## config.mk

```make
export PLATFORM = sky130hd
export DESIGN_NAME = lcd_fb_fetch_arbiter
export DESIGN_NICKNAME = d
export VERILOG_FILES = /design/src/rtl/lcd_pkg.sv /design/src/rtl/lcd_fb_addr_gen.sv /design/src/rtl/lcd_fb_fetch_arbiter.sv
export SDC_FILE = /design/constraint.sdc
export NUM_CORES = 1
export LEC_CHECK = 0
export CAP_MARGIN = 20
export CELL_PAD_IN_SITES_DETAIL_PLACEMENT = 1
export CELL_PAD_IN_SITES_GLOBAL_PLACEMENT = 1
export CORE_ASPECT_RATIO = 0.5
export CORE_UTILIZATION = 28
export DETAILED_ROUTE_END_ITERATION = 8
export GPL_TIMING_DRIVEN = 0
export PLACE_DENSITY_LB_ADDON = 0.3
export SLEW_MARGIN = 5
export SYNTH_ARGS = -nofsm -noshare
export SYNTH_HDL_FRONTEND = slang
export SYNTH_SLANG_ARGS = --single-unit
```

## constraint.sdc

```tcl
create_clock -name PixelClk -period 2.25 [get_ports PixelClk]
set_clock_uncertainty 0.15 [all_clocks]
set_input_delay 0.225 -clock PixelClk [delete_from_list [all_inputs] [get_ports PixelClk]]
set_output_delay 0.225 -clock PixelClk [all_outputs]
set_load 0.03 [all_outputs]
```

## src/rtl/lcd_pkg.sv

```systemverilog
// rtl/lcd_pkg.sv - shared LCD panel geometry, pixel type and fetch-path enums
package lcd_pkg;

  // Active area of the panel
  localparam int H_ACTIVE = 800;
  localparam int V_ACTIVE = 480;

  // Horizontal porches; these are shared with the sync/DE timing generator
  localparam int H_FP    = 88;
  localparam int H_SYNC  = 48;
  localparam int H_BP    = 256;
  localparam int H_TOTAL = H_ACTIVE + H_FP + H_SYNC + H_BP;

  // Vertical porches
  localparam int V_FP    = 13;
  localparam int V_SYNC  = 3;
  localparam int V_BP    = 29;
  localparam int V_TOTAL = V_ACTIVE + V_FP + V_SYNC + V_BP;

  // RGB565 pixel
  localparam int PIX_W = 16;
  typedef logic [PIX_W-1:0] pix_t;

  // Line-fetch sequencer states
  typedef enum logic [1:0] {
    IDLE  = 2'd0,
    FETCH = 2'd1,
    DRAIN = 2'd2,
    HOLD  = 2'd3
  } fetch_state_t;

  // Owner of the SRAM read that returns next cycle
  typedef enum logic [1:0] {
    TAG_NONE  = 2'd0,
    TAG_FETCH = 2'd1,
    TAG_HOST  = 2'd2
  } req_tag_t;

endpackage

```

## src/rtl/lcd_fb_addr_gen.sv

```systemverilog
// rtl/lcd_fb_addr_gen.sv - frame-buffer line base, pixel index and line counters
module lcd_fb_addr_gen #(
  parameter int H_ACTIVE = 800,
  parameter int V_ACTIVE = 480,
  parameter int ADDR_W   = 19,
  parameter int FB_BASE  = 0,
  parameter int X_W      = 10,
  parameter int L_W      = 9
) (
  input  logic              PixelClk,
  input  logic              nRST,
  input  logic              frame_load,
  input  logic              line_adv,
  input  logic              x_inc,
  output logic [X_W-1:0]    x,
  output logic [ADDR_W-1:0] addr,
  output logic              last_pix,
  output logic              next_line_ok
);

  logic [ADDR_W-1:0] base;
  logic [L_W-1:0]    line_idx;

  // Line base moves by one line stride per line_start; the counters stop at
  // V_ACTIVE so vertical blanking lines cannot walk the base off the buffer.
  always_ff @(posedge PixelClk or negedge nRST) begin
    if (!nRST) begin
      base     <= ADDR_W'(FB_BASE);
      line_idx <= '0;
      x        <= '0;
    end else if (frame_load) begin
      base     <= ADDR_W'(FB_BASE);
      line_idx <= '0;
      x        <= '0;
    end else if (line_adv) begin
      x <= '0;
      if (line_idx < L_W'(V_ACTIVE)) begin
        base     <= base + ADDR_W'(H_ACTIVE);
        line_idx <= line_idx + 1'b1;
      end
    end else if (x_inc) begin
      x <= x + 1'b1;
    end
  end

  assign addr         = base + ADDR_W'(x);
  assign last_pix     = (x == X_W'(H_ACTIVE - 1));
  // True when the line that the next line_start selects is still inside the frame
  assign next_line_ok = (({1'b0, line_idx} + 1'b1) < (L_W + 1)'(V_ACTIVE));

endmodule

```

## src/rtl/lcd_fb_fetch_arbiter.sv

```systemverilog
// rtl/lcd_fb_fetch_arbiter.sv - SRAM arbiter between LCD line fetch and host port
module lcd_fb_fetch_arbiter #(
  parameter int H_ACTIVE      = lcd_pkg::H_ACTIVE,
  parameter int V_ACTIVE      = lcd_pkg::V_ACTIVE,
  parameter int ADDR_W        = 19,
  parameter int DATA_W        = 16,
  parameter int FB_BASE       = 0,
  parameter int HOST_MAX_WAIT = 8
) (
  input  logic              PixelClk,
  input  logic              nRST,
  input  logic              frame_start,
  input  logic              line_start,
  input  logic              fetch_en,
  input  logic              host_req,
  input  logic              host_we,
  input  logic [ADDR_W-1:0] host_addr,
  input  logic [DATA_W-1:0] host_wdata,
  output logic              host_gnt,
  output logic              host_rvalid,
  output logic [DATA_W-1:0] host_rdata,
  output logic              mem_en,
  output logic              mem_we,
  output logic [ADDR_W-1:0] mem_addr,
  output logic [DATA_W-1:0] mem_wdata,
  input  logic [DATA_W-1:0] mem_rdata,
  output logic              lb_we,
  output logic              lb_bank,
  output logic [9:0]        lb_addr,
  output logic [DATA_W-1:0] lb_wdata,
  output logic              disp_bank,
  output logic              underrun,
  output logic              busy
);

  import lcd_pkg::*;

  localparam int X_W = 10;
  localparam int L_W = $clog2(V_ACTIVE + 1);
  localparam int W_W = $clog2(HOST_MAX_WAIT + 1);

  fetch_state_t      state, state_nxt;
  req_tag_t          tag_d, tag_q;
  logic [X_W-1:0]    tag_x_q;
  logic              tag_bank_q;

  logic [X_W-1:0]    x;
  logic [ADDR_W-1:0] fetch_addr;
  logic              last_pix;
  logic              next_line_ok;

  logic [W_W-1:0]    wait_cnt;
  logic              host_pri;
  logic              fetch_issue;
  logic              host_issue;
  logic              line_adv;

  // frame_start wins a same-cycle collision, so only a lone line_start advances
  assign line_adv = line_start && !frame_start;

  lcd_fb_addr_gen #(
    .H_ACTIVE (H_ACTIVE),
    .V_ACTIVE (V_ACTIVE),
    .ADDR_W   (ADDR_W),
    .FB_BASE  (FB_BASE),
    .X_W      (X_W),
    .L_W      (L_W)
  ) u_addr_gen (
    .PixelClk     (PixelClk),
    .nRST         (nRST),
    .frame_load   (frame_start),
    .line_adv     (line_adv),
    .x_inc        (fetch_issue),
    .x            (x),
    .addr         (fetch_addr),
    .last_pix     (last_pix),
    .next_line_ok (next_line_ok)
  );

  // The fetch owns the SRAM while in FETCH except when the host has waited
  // the full guard interval; outside FETCH the host gets every slot.
  assign host_pri    = host_req && (wait_cnt == W_W'(HOST_MAX_WAIT));
  assign fetch_issue = (state == FETCH) && !host_pri;
  assign host_issue  = host_req && ((state != FETCH) || host_pri);
  assign host_gnt    = host_issue;

  // Drive the single SRAM port from whichever requester won this cycle
  always_comb begin
    mem_en    = 1'b0;
    mem_we    = 1'b0;
    mem_addr  = '0;
    mem_wdata = '0;
    if (host_issue) begin
      mem_en    = 1'b1;
      mem_we    = host_we;
      mem_addr  = host_addr;
      mem_wdata = host_we ? host_wdata : '0;
    end else if (fetch_issue) begin
      mem_en   = 1'b1;
      mem_addr = fetch_addr;
    end
  end

  // Count cycles a host request has been blocked; saturates at the guard value
  always_ff @(posedge PixelClk or negedge nRST) begin
    if (!nRST) begin
      wait_cnt <= '0;
    end else if (host_issue) begin
      wait_cnt <= '0;
    end else if (host_req && (wait_cnt != W_W'(HOST_MAX_WAIT))) begin
      wait_cnt <= wait_cnt + 1'b1;
    end
  end

  // Tag the read issued this cycle so its data can be routed when it returns
  always_comb begin
    tag_d = TAG_NONE;
    if (host_issue) begin
      tag_d = host_we ? TAG_NONE : TAG_HOST;
    end else if (fetch_issue) begin
      tag_d = TAG_FETCH;
    end
  end

  // Tag pipeline register: owner, pixel index and fill bank of the read in flight
  always_ff @(posedge PixelClk or negedge nRST) begin
    if (!nRST) begin
      tag_q      <= TAG_NONE;
      tag_x_q    <= '0;
      tag_bank_q <= 1'b0;
    end else begin
      tag_q      <= tag_d;
      tag_x_q    <= x;
      tag_bank_q <= lb_bank;
    end
  end

  // A fetch read whose bank was swapped away by an aborting line_start is dropped
  assign lb_we       = (tag_q == TAG_FETCH) && (tag_bank_q == lb_bank);
  assign lb_addr     = lb_we ? tag_x_q : '0;
  assign lb_wdata    = lb_we ? mem_rdata : '0;
  assign host_rvalid = (tag_q == TAG_HOST);
  assign host_rdata  = host_rvalid ? mem_rdata : '0;

  assign lb_bank = ~disp_bank;
  assign busy    = (state != IDLE);

  // Bank swap on each line_start and sticky flag for a line cut short
  always_ff @(posedge PixelClk or negedge nRST) begin
    if (!nRST) begin
      disp_bank <= 1'b1;
      underrun  <= 1'b0;
    end else if (line_adv) begin
      disp_bank <= ~disp_bank;
      if ((state == FETCH) || (state == DRAIN)) begin
        underrun <= 1'b1;
      end
    end
  end

  // Sequencer state register
  always_ff @(posedge PixelClk or negedge nRST) begin
    if (!nRST) begin
      state <= IDLE;
    end else begin
      state <= state_nxt;
    end
  end

  // Next state: frame_start, then line_start, override the line progress
  always_comb begin
    state_nxt = state;
    if (frame_start) begin
      state_nxt = fetch_en ? FETCH : IDLE;
    end else if (line_start) begin
      state_nxt = (next_line_ok && fetch_en) ? FETCH : IDLE;
    end else begin
      case (state)
        FETCH:   if (fetch_issue && last_pix) state_nxt = DRAIN;
        DRAIN:   state_nxt = HOLD;
        default: state_nxt = state;
      endcase
    end
  end

endmodule

```

Run 1, zoomed window:
Scale bar: 10 um. Region (68, 12) to (93, 37) um. Cells in gray, sequential cells in the stronger gray; small squares are vias.
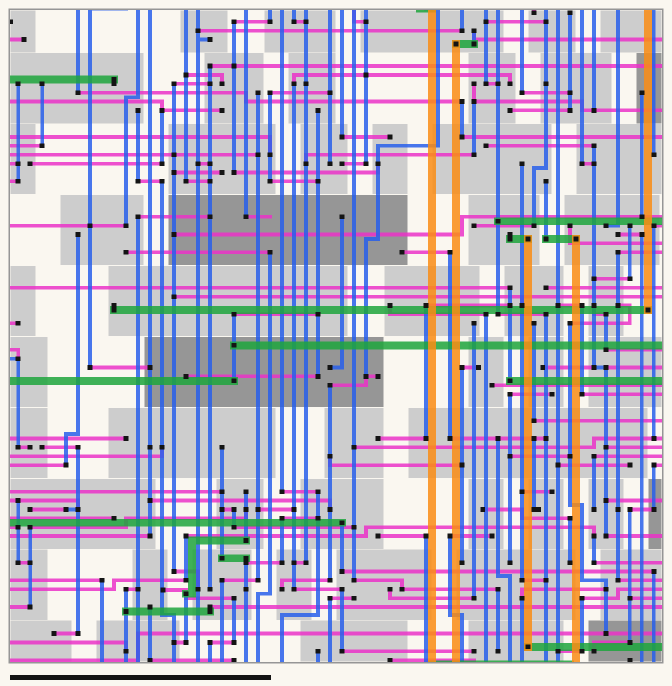
metal 2 -> blue
metal 4 -> orange
metal 1 -> magenta
metal 3 -> green
most frequent = inv_1 (5), buf_4 (4)
cells with their middle in the window = 48
sequential cells in the window = 2
netlist names of flops here include = state (1), wait_cnt (1)

Run 1, clock network drawn from the DEF:
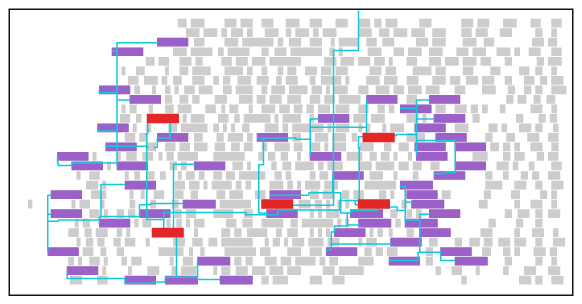
clock wires -> cyan  # length 790 um
clock drivers -> red  # count 5
flip-flops -> purple  # count 54
routed clock nets = 6
Clock Power: 790 uW
clock share of power: 24.0%
clock latency on the worst-skew pair: 0.30 ns

Run 1, gate families picked out:
Scale bar: 50 um.
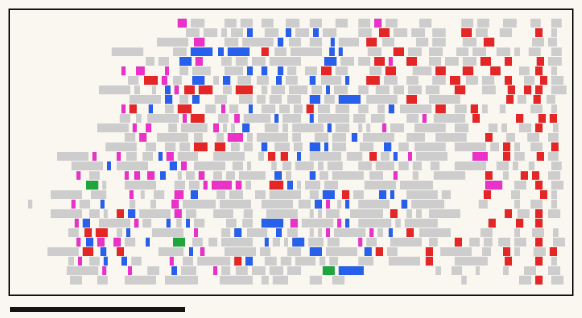
nor cells -> magenta  # cells 60
nand cells -> blue  # cells 78
mux cells -> green  # cells 3
and/or cells -> red  # cells 85, where all over the die

Run 1, placement view:
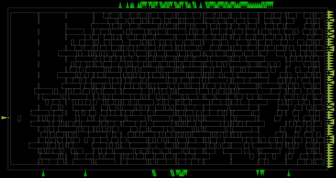
count of flip-flops and latches: 54
fraction of the core area covered by cells at the end of the flow: 52.4%
number of rows in the core area: 28
number of fill cells in the layout: 1373

-- run 1: layout make-up --
cell class / count / area [sq um] / share of cell area (%)
Multi-Input combinational cell: 325 / 2460 / 39.2
Timing Repair Buffer: 196 / 1870 / 29.7
Clock buffer: 6 / 129 / 2.05
Inverter: 12 / 47.5 / 0.756
Buffer: 21 / 201 / 3.20
Tap cell: 165 / 206 / 3.28
Sequential cell: 54 / 1360 / 21.7
Clock inverter: 2 / 13.8 / 0.219
-- run 1: synth_stat cells (all sizes together) (5+ instances only) --
cell | instances | area (sq um)
and3 | 6 | 37.5
ha | 14 | 175
nor4 | 5 | 31.3
nor2 | 34 | 128
xnor2 | 15 | 131
nor2b | 6 | 37.5
buf | 5 | 30.0
nand4 | 12 | 75.1
clkbuf | 17 | 63.8
xor2 | 19 | 166
nor3b | 5 | 37.5
nand3 | 33 | 165
o21ai | 19 | 95.1
a21oi | 11 | 55.1
dfrtp | 53 | 1330
and2 | 64 | 400
nand2 | 30 | 113
nor3 | 9 | 50.1
inv | 12 | 45.0
-- run 1: through the flow --
stage	setup TNS (ns)	power [mW]	hold slack, ns	cells
after global routing	-11.27	3.44	0.224	781
after detailed placement	-47.36	2.24	0.0649	721
after floorplan	-0.173	1.72	-0.221	413
after global placement	-92.86	2.21	0.312	720
after CTS	-4.82	3.13	0.209	769
final	-9.14	3.30	0.191	781
-- run 1: routing by layer --
| layer | global-route usage [%] | routed length, um | up-vias | share of wire [%] |
|---|---|---|---|---|
| met4 | 5.14 | 269 | 0 | 1.8 |
| met1 | 22.9 | 5990 | 1998 | 40 |
| met2 | 38.1 | 7830 | 131 | 53 |
| met3 | 3.32 | 744 | 25 | 5.0 |
| met5 | 0 | 0 | - | 0 |
| li1 | - | - | 1821 | - |
==> impl_metrics.env <==
# physical design summary
export IMPL_timing_hold_worst_path_depth=2
export IMPL_globalRouteOverflowTotal=0
export IMPL_grt_setup_unrepaired="true"
export IMPL_postSynthCellCount=413
export IMPL_endpoint="mem_addr[11]"
export IMPL_postRouteAntennaNets=0
export IMPL_reg2reg_to="state[0]"
export IMPL_post_synth_xor_area_fraction_pct=8.46
export IMPL_largest_register_ffs=14
export IMPL_numSynthFlops=54
export IMPL_p_sw_share_pct=36.3
export IMPL_setup_violations_final=37
export IMPL_path_class="flop to primary output"
export IMPL_fmax_mhz=371
export IMPL_antenna_found_initial=0
export IMPL_core_area_sq_mm=0.0120
export IMPL_hold_path_endpoint="u_addr_gen.base[5]"
export IMPL_ff2ff_path_depth=13
export IMPL_yosys_warnings=0
export IMPL_drt_iter0_markers=191
export IMPL_postSynth_asyncResetShare_pct=100
export IMPL_tritoncts_buffers=5
export IMPL_clockBufferDepth=2
export IMPL_die_height_um=81.3
export IMPL_switching_power_mw=1.19
export IMPL_critical_path_startpoint="wait_cnt[1]"
export IMPL_reg2reg_slack_ns=0.03
export IMPL_max_cap_violations=0
export IMPL_timing_worst_slew_pin_value_ns=0.764
export IMPL_postCtsResizedCells=469
export IMPL_combinationalPower_mw=1.43
export IMPL_fin_nets=687
export IMPL_cts_post_setup_buffers_inserted=39
export IMPL_avgSynthCellArea_sq_um=8.53
export IMPL_compound_area_share_pct=8.56
export IMPL_drt_wirelength_per_cell_um=19.0
export IMPL_critical_path_depth=11
export IMPL_clock_tree_root_cell="sky130_fd_sc_hd__clkbuf_16"
export IMPL_preCtsSetupSlack_ns=-1.22
export IMPL_min_path_type="primary input to flop"
export IMPL_startpoint_type="flop"
export IMPL_top_power_group="combinational logic"
export IMPL_seq_power_share_pct=32.6
export IMPL_finalInstanceArea_sq_mm=0.00629
export IMPL_groute_usage_overall_pct=19.7
export IMPL_critical_path_top_delay_family="simple AND/OR/NAND/NOR gates"
export IMPL_setup_ws_ns=-0.445
export IMPL_startpoint_of_the_worst_register_to_register_path="wait_cnt[1]"
export IMPL_fp_nets=485
export IMPL_critPathArrivalTime_ns=2.32
export IMPL_hold_path_startpoint="frame_start"
export IMPL_diodes=0
export IMPL_dr_vias=3975
export IMPL_finalHoldViolations=0
export IMPL_final_cell_mix="sky130_fd_sc_hd__clkdlybuf4s50_1, sky130_fd_sc_hd__buf_6, sky130_fd_sc_hd__and2_1"
export IMPL_cts_sinks=54
export IMPL_max_flop_register="u_addr_gen.base"
export IMPL_edf_count=0
export IMPL_syn_area_sq_mm=0.00352
export IMPL_finalCriticalPeriod_ns=2.69
export IMPL_ir_drop_mv=0.274
export IMPL_reg_largest_list="u_addr_gen.base (14), tag_x_q (10), u_addr_gen.x (10)"
export IMPL_mux_area_share_pct=0.853
export IMPL_route_detailed_vias_per_inst=5.09
export IMPL_dp_hpwl_um=9190
export IMPL_grt_max_degree=37
export IMPL_relSlewSlack_pct=49.1
export IMPL_placedInstanceArea_sq_mm=0.00526
export IMPL_power_density_cell_area_mw_per_mm2=524
export IMPL_placer_congestion=0.755
export IMPL_seq_cell_power_mw=1.07
export IMPL_number_of_buffers_inserted_by_hold_repair_at_cts=1
export IMPL_pin_count=144
export IMPL_post_synth_main_logic_family="simple AND/OR/NAND/NOR gates"
export IMPL_final_layout_top_logic_cell="sky130_fd_sc_hd__clkdlybuf4s50_1"
export IMPL_synth_yosys_seq_area_share_pct=38.4
export IMPL_ys_sh_adder_pct=4.98
export IMPL_io_buffer_count=142
export IMPL_critical_path_top_cell_by_count="sky130_fd_sc_hd__buf_4"
export IMPL_cp_cell_sequence="inv_2 -> ha_4 -> nand4b_1 -> buf_4 -> nand2_8 -> buf_8 -> buf_4 -> nor4b_1 -> a311oi_2 -> nand3_4 -> buf_6"
export IMPL_critical_path_endpoint_type="primary output"
export IMPL_area_growth_pct=78.7
export IMPL_initial_core_util_pct=29.3
export IMPL_grt_pass1_vias=3975
export IMPL_die_w_um=161
export IMPL_critical_path_slowest_cell="sky130_fd_sc_hd__dfrtp_1"
export IMPL_netlist_cell_type_count=48
export IMPL_cellInternalPower_mw=2.10
export IMPL_timing_final_max_slew_violations=0
export IMPL_timing_critical_path_required_ns=1.88
export IMPL_drc=0
export IMPL_detail_route_wirelength_um=14800
export IMPL_violated_checks="setup timing"
export IMPL_synthFlopType="sky130_fd_sc_hd__dfrtp_1"
export IMPL_crit_buf_inv=5
export IMPL_cp_slowest_stage_delay_ns=0.39
export IMPL_yosys_cells=413
export IMPL_synth_cellmix_simpleShare_pct=34.7
export IMPL_layout_drive_gt1_share_pct=36.7
export IMPL_ys_chip_area_sq_mm=0.00352
export IMPL_grt_pass1_wl_um=20400
export IMPL_path_max_fanout=5
export IMPL_tritoncts="done"
export IMPL_power_share_combinational_pct=43.4
export IMPL_finalCritPeriodShare_pct=120
export IMPL_openroad_warnings=32
export IMPL_outcome="complete, but fails checks"
export IMPL_cellLeakagePower_nw=2.82
No activity file was given, so power comes from the tool's default toggle rates.
